===== src/rtl/ripple_carry_adder_32.sv =====
// rtl/ripple_carry_adder_32.sv - 32-bit ripple-carry adder with registered sum, carry and signed overflow

module full_adder_cell (
  input  logic i_a,
  input  logic i_b,
  input  logic i_c,
  output logic o_s,
  output logic o_c
);
  logic w_p;

  assign w_p = i_a ^ i_b;
  assign o_s = w_p ^ i_c;
  assign o_c = (i_a & i_b) | (i_c & w_p);
endmodule

module ripple_carry_adder_32 #(
  parameter int WIDTH = 32
) (
  input  logic             clk,
  input  logic             rst,
  input  logic [WIDTH-1:0] in1,
  input  logic [WIDTH-1:0] in2,
  input  logic             cin,
  output logic [WIDTH-1:0] sum,
  output logic             cout,
  output logic [WIDTH-1:0] sum_q,
  output logic             cout_q,
  output logic             ovf_q
);
  logic [WIDTH:0]   w_carry;
  logic [WIDTH-1:0] w_sum;
  logic [WIDTH-1:0] r_sum;
  logic             r_cout;
  logic             r_ovf;

  assign w_carry[0] = cin;

  // Carry must ripple cell to cell; no lookahead shortcuts.
  for (genvar i = 0; i < WIDTH; i++) begin : g_cell
    full_adder_cell u_fa (
      .i_a (in1[i]),
      .i_b (in2[i]),
      .i_c (w_carry[i]),
      .o_s (w_sum[i]),
      .o_c (w_carry[i+1])
    );
  end

  assign sum  = w_sum;
  assign cout = w_carry[WIDTH];

  always_ff @(posedge clk or posedge rst) begin
    if (rst) begin
      r_sum  <= '0;
      r_cout <= 1'b0;
      r_ovf  <= 1'b0;
    end else begin
      r_sum  <= w_sum;
      r_cout <= w_carry[WIDTH];
      r_ovf  <= w_carry[WIDTH-1] ^ w_carry[WIDTH];
    end
  end

  assign sum_q  = r_sum;
  assign cout_q = r_cout;
  assign ovf_q  = r_ovf;
endmodule


===== config.mk =====
export PLATFORM = sky130hd
export DESIGN_NAME = ripple_carry_adder_32
export DESIGN_NICKNAME = d
export VERILOG_FILES = /design/src/rtl/ripple_carry_adder_32.sv
export SDC_FILE = /design/constraint.sdc
export NUM_CORES = 1
export LEC_CHECK = 0
export CAP_MARGIN = 20
export CORE_UTILIZATION = 33
export DETAILED_ROUTE_END_ITERATION = 6
export GPL_TIMING_DRIVEN = 0
export PLACE_DENSITY = 0.83
export SYNTH_ARGS = -nofsm -noshare
export SYNTH_HDL_FRONTEND = slang
export SYNTH_HIERARCHICAL = 1
export SYNTH_SLANG_ARGS = --single-unit

===== constraint.sdc =====
create_clock -name clk -period 22.5 [get_ports clk]
set_input_delay 2.25 -clock clk [delete_from_list [all_inputs] [get_ports clk]]
set_output_delay 2.25 -clock clk [all_outputs]
set_load 0.05 [all_outputs]

==> reports/metrics.yaml, run 1 <==
die:
  core_um2: 4350
  die_w_um: 69.5
  initCoreUtil_pct: 34.5
  chipHeight_um: 69.5
  pin_count: 134
critical_path:
  cpPeakStageDelay_ns: 0.81
  critPathSlowestCell: "clkdlybuf4s50_1"
  cp.arrival_ns: 16.45
  crit_path_max_fanout: 2
power_and_ir_drop:
  p_sw_share_pct: 46.5
  p_leak_nw: 1.22
  seqPwrFrac_pct: 26.1
  combinationalPowerShare_pct: 58.3
  total_power_uw: 292
final_timing:
  finalMaxSlewViolations: 0
  setup_ws_ns: 3.80
  tns_ns: 0
  min_period_ns: 18.70
  tightestPinTransition_ns: 0.746
  hold_viol: 0
  relSlewSlack_pct: 50.2
  grt_setup_unrepaired: "false"
  hold_slack_ns: 2.40
  min_period_over_period_pct: 83.1
logic_synthesis:
  numSynthFlops: 34
  yosys_area_um2: 1500
  top_cell_area_share_pct: 56.6
  yosysWarnings: 6
  synthesis.instances: 68
routing:
  first_pass_iters: 2
  vias: 1164
  routed_wl_mm: 4.33
  routedWlPerCell_um: 16.5
final_layout:
  fillerInstances: 312
  final-comb-area_um2: 649
  post-route-cell-area_um2: 3020
  seq_area_um2: 851
clocking:
  cts_hold_buf: 0
  h-tree-depth: 2
  clk_pin_slew_ns: 0.06
  cts-buffers-inserted: 5
run:
  warnings: 26
global_routing:
  track_usage_pct: 20.4
  grt_max_degree: 19
  grt_pass1_wl_mm: 7.22
  grt_pass1_vias: 1379
placement:
  dpl_cell_area_um2: 2930
  io_buffers: 133
run_status:
  outcome: "completed"
-- run 1: cells in the mapped netlist --
cell,instances
dfrtp_1,34
inv_1,1
xor2_1,1
fa_1,32
-- run 1: stage by stage --
stage,util [%],std cells
6_report,69.3,262
5_1_grt,69.3,262
4_1_cts,69.3,262
3_5_place_dp,67.2,254
3_3_place_gp,66.6,253
2_1_floorplan,-,68
-- run 1: registers in the layout, summed over array words and instances, names as in the netlist --
name,cells
cout_q,1
ovf_q,1
sum_q,32
-- run 1: routing by layer --
| metal | part of all wire (%) | wire [um] | GRT usage (%) |
|---|---|---|---|
| met1 | 33 | 1430 | 22.3 |
| met2 | 56 | 2420 | 36.4 |
| met3 | 9.3 | 402 | 6.54 |
| met4 | 1.8 | 76 | 8.39 |
| met5 | 0 | 0 | 0 |
-- run 1: power by group through the flow --
stage,registers [mW],clock network [mW],logic [mW]
floorplan,0.122,0,0.0661
global placement,0.0770,0,0.168
detailed placement,0.0776,0,0.172
CTS,0.0765,0.0476,0.172
global route,0.0775,0.0503,0.177
finish,0.0763,0.0455,0.171
-- run 1: worst max path at each step --
stage	start	cells past startpoint	slack (ns)	to
CTS	in1[0]	34	3.76	sum[31]
detailed placement	in1[0]	34	3.82	sum[31]
finish	in1[0]	34	3.80	sum[31]
floorplan	in1[0]	32	5.33	sum[31]
global placement	in1[0]	34	4.01	sum[31]
global route	in1[0]	34	3.33	sum[31]
-- run 1: cells by family (layout without fill, tap and decap cells) --
group / count (synthesis) / after routing / synth area share, %
xor+xnor: 1 / 1 / 0.582
fa+ha+maj: 32 / 32 / 42.6
buf+inv: 1 / 143 / 0.249
flops: 34 / 34 / 56.6
-- run 1: layout make-up --
cell class,instances,share of cell area [%]
Clock buffer,7,2.86
Clock inverter,1,0.166
Inverter,1,0.124
Multi-Input combinational cell,33,21.5
Sequential cell,34,28.2
Tap cell,52,2.15
Timing Repair Buffer,134,45.0
-- run 1: layout by cell type (no fill, tap or decap) --
cell and count:
buf_16 1, clkbuf_1 1, clkbuf_8 6, clkdlybuf4s50_1 133, clkinv_2 1, dfrtp_1 34, fa_1 32, inv_1 1
xor2_1 1
-- run 1: critical path: cells and delay by family --
kind       cells  cell delay [ns]
fa+ha+maj     32            12.96
buf+inv        2             1.24
Fig. 1: run 1, signal wires on met1
Scale bar: 20 um. Cells faint in the background.
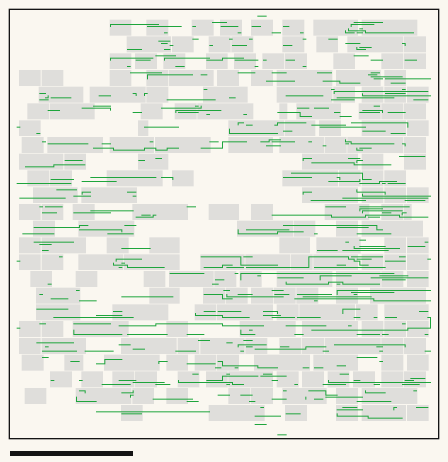
share of all routed wire = 33%
main direction = horizontal
longest straight run = 24.8 um
nets with wire on the layer = 248

Fig. 2: run 1, metal 2
Scale bar: 20 um. Cells faint in the background.
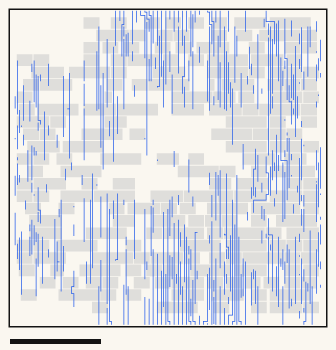
nets with wire on the layer = 290
share of all routed wire = 56%

Fig. 3: run 1, M3 wires
Scale bar: 20 um. Cells faint in the background.
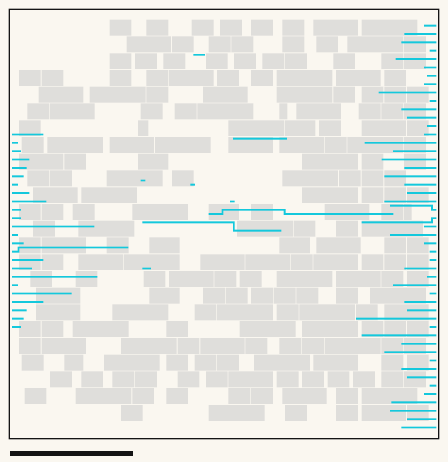
nets with wire on the layer = 75
main direction = horizontal

## Run 2: what changed since run 1
- CORE_UTILIZATION: 33 -> 31
- PLACE_DENSITY: 0.83 -> 0.78
- clock period: 22.5 -> 18.62 ns (I/O delays scaled with it)
==> reports/metrics.yaml, run 2 <==
logic_synthesis:
  ys_sh_mux_pct: 0
  common_cells: "dfrtp_1 (34), fa_1 (32), inv_1 (1), xor2_1 (1)"
  synth_area_per_cell_um2: 22.1
  simple_gate_area_share_pct: 0
  top_cell_area_share_pct: 56.6
  yosysWarnings: 6
  synth_stat.cells: 68
  ys_sh_adder_pct: 42.6
  flop_cell: "dfrtp_1"
  synth_seq_share_pct: 56.6
  yosys_area_um2: 1500
  logic_family: "adder cells"
  synth_nets: 167
  ys_sh_aoi_pct: 0
  synthesis.instances: 68
  async_flop_share_pct: 100
  numSynthFlops: 34
  xor_share_pct: 0.582
  syn_area_um2: 1500
  edf_count: 0
  synthMostInstantiatedCell: "dfrtp_1"
final_timing:
  grt_setup_unrepaired: "false"
  tightestPinTransition_ns: 0.740
  setup_ws_ns: 0.807
  fmax_ghz: 0.0561
  min_period_over_period_pct: 95.7
  min_period_ns: 17.81
  tns_ns: 0
  hold_viol: 0
  finalSetupViolations: 0
  relSlewSlack_pct: 50.6
  finalMaxSlewViolations: 0
critical_path:
  cp.required_ns: 16.76
  critical_path_class: "in2out"
  crit_path_max_fanout: 2
  critPathSlowestCell: "clkdlybuf4s50_1"
  crit_top_cell: "fa_1"
  startpoint_type: "input pin"
  cp.arrival_ns: 15.95
  cpPeakStageDelay_ns: 0.80
final_layout:
  fillerInstances: 338
  drive_gt1_share_pct: 4.29
  largest_reg_flops: 32
  nNetsFinal: 308
  antenna_cells: 0
  lay_top_count: "clkdlybuf4s50_1"
  post-route-cell-area_um2: 3040
  final_cell_mix: "clkdlybuf4s50_1 (133), dfrtp_1 (34), fa_1 (32)"
power_and_ir_drop:
  ir_drop_mv: 0.0617
  total_power_uw: 364
  p_leak_nw: 1.23
run:
  max-cap-violations: 0
  warnings: 26
routing:
  first_pass_iters: 4
  ant_nets: 0
  routed_wl_mm: 4.13
  vias: 1138
  first_iter_violations: 57
  viasPerCell: 4.34
placement:
  io_buffers: 133
  dpl_cell_area_um2: 2930
  post-place-ws_ns: 0.827
die:
  die_w_um: 71.7
  initCoreUtil_pct: 33.4
  row_count: 24
  core_um2: 4500
  pin_count: 134
  chipHeight_um: 71.7
  die_area_um2: 5130
global_routing:
  grt_pass1_wl_mm: 6.71
  grt_max_degree: 19
  antenna_found_initial: 0
  grt.overflow.total: 0
  grt_pass1_vias: 1298
clocking:
  cts_hold_buf: 0
  cts_resized: 0
  cts_sinks: 34
  h-tree-depth: 2
  cts_tree: "done"
  cts_buffer_depth: 2
  clk_pin_slew_ns: 0.07
  cts-buffers-inserted: 5
run_status:
  outcome: "completed"
min_path:
  hp-class: "in2async"
==> run 2: cell count changes in the layout (fill, tap and decap cells not counted), sizes merged <==
cell    before  now
clkbuf       7    5
clkinv       1    2
bufinv       0    1
==> run 2: logic make-up (layout without fill, tap and decap cells) <==
group                    after synthesis  after routing
XOR/XNOR                               1              1
adder cells (fa/ha/maj)               32             32
buffers and inverters                  1            143
flip-flops                            34             34
==> run 2: final timing paths <==
| path | slack, ns | from | end | cells after the start |
|---|---|---|---|---|
| worst max-delay path | 0.81 | in1[0] | sum[31] | 34 |
| worst min-delay path | 2.00 | rst | sum_q[13] | 2 |
| max in group asynchronous | 16.08 | rst | sum_q[28] | 3 |
| min in group clk | 2.27 | in2[26] | sum_q[26] | 2 |
==> run 2: final cells by class <==
type                    count  area (um^2)  share of cell area (%)
repair buffers            134         1360                    44.7
flip-flops and latches     34          851                    28.0
multi-input cells          33          649                    21.4
clock buffers               5         68.8                    2.27
well taps                  52         65.1                    2.14
clock inverters             3         40.0                    1.32
inverters                   1         3.75                   0.124
==> run 2: metrics by stage <==
stage,hold slack (ns),instances,utilization (%)
2_1_floorplan,2.00,68,-
3_3_place_gp,2.56,253,64.4
3_5_place_dp,2.33,254,65.0
4_1_cts,2.02,262,67.4
5_1_grt,2.06,262,67.4
6_report,2.00,262,67.4
==> run 2: where the power goes <==
part           internal (mW)  switching [mW]
clock                 0.0394          0.0271
combinational         0.0707           0.135
sequential            0.0882         0.00389
==> run 2: routing by layer <==
| metal | vias up | wire length [um] | global-route usage, % |
|---|---|---|---|
| li1 | 491 | - | - |
| met1 | 552 | 1500 | 21.0 |
| met2 | 86 | 2110 | 29.8 |
| met3 | 9 | 461 | 7.03 |
| met4 | 0 | 47 | 5.01 |
| met5 | - | 0 | 0 |
==> run 2: worst max-delay path: cells and delay by family <==
kind	cells	cell delay [ns]
buffers and inverters	2	1.23
adder cells (fa/ha/maj)	32	12.86
Fig. 4: run 2, congestion heat map
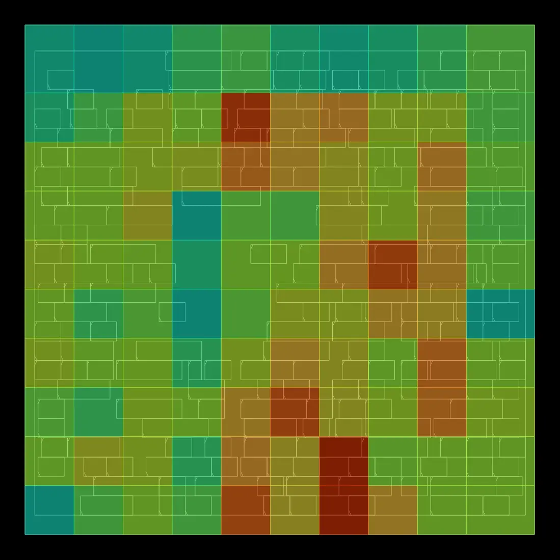
met1 Usage GRT: 21.0%
GRT Total Usage: 17.6%
routed length per instance: 15.7 um
end-of-flow core utilization: 67.4%

Fig. 5: run 2, signal wires on met1
Scale bar: 20 um. Cells faint in the background.
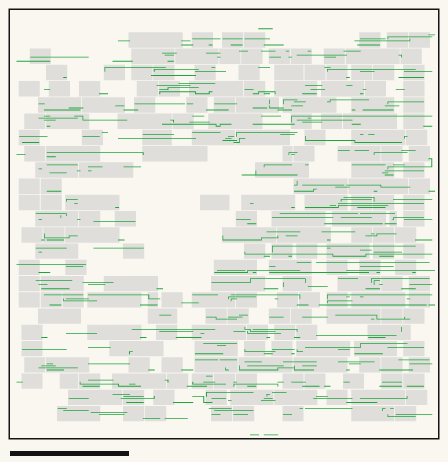
longest straight run = 23.9 um
main direction = horizontal

Power figures rest on the tool's default switching activity, not on a simulated workload.
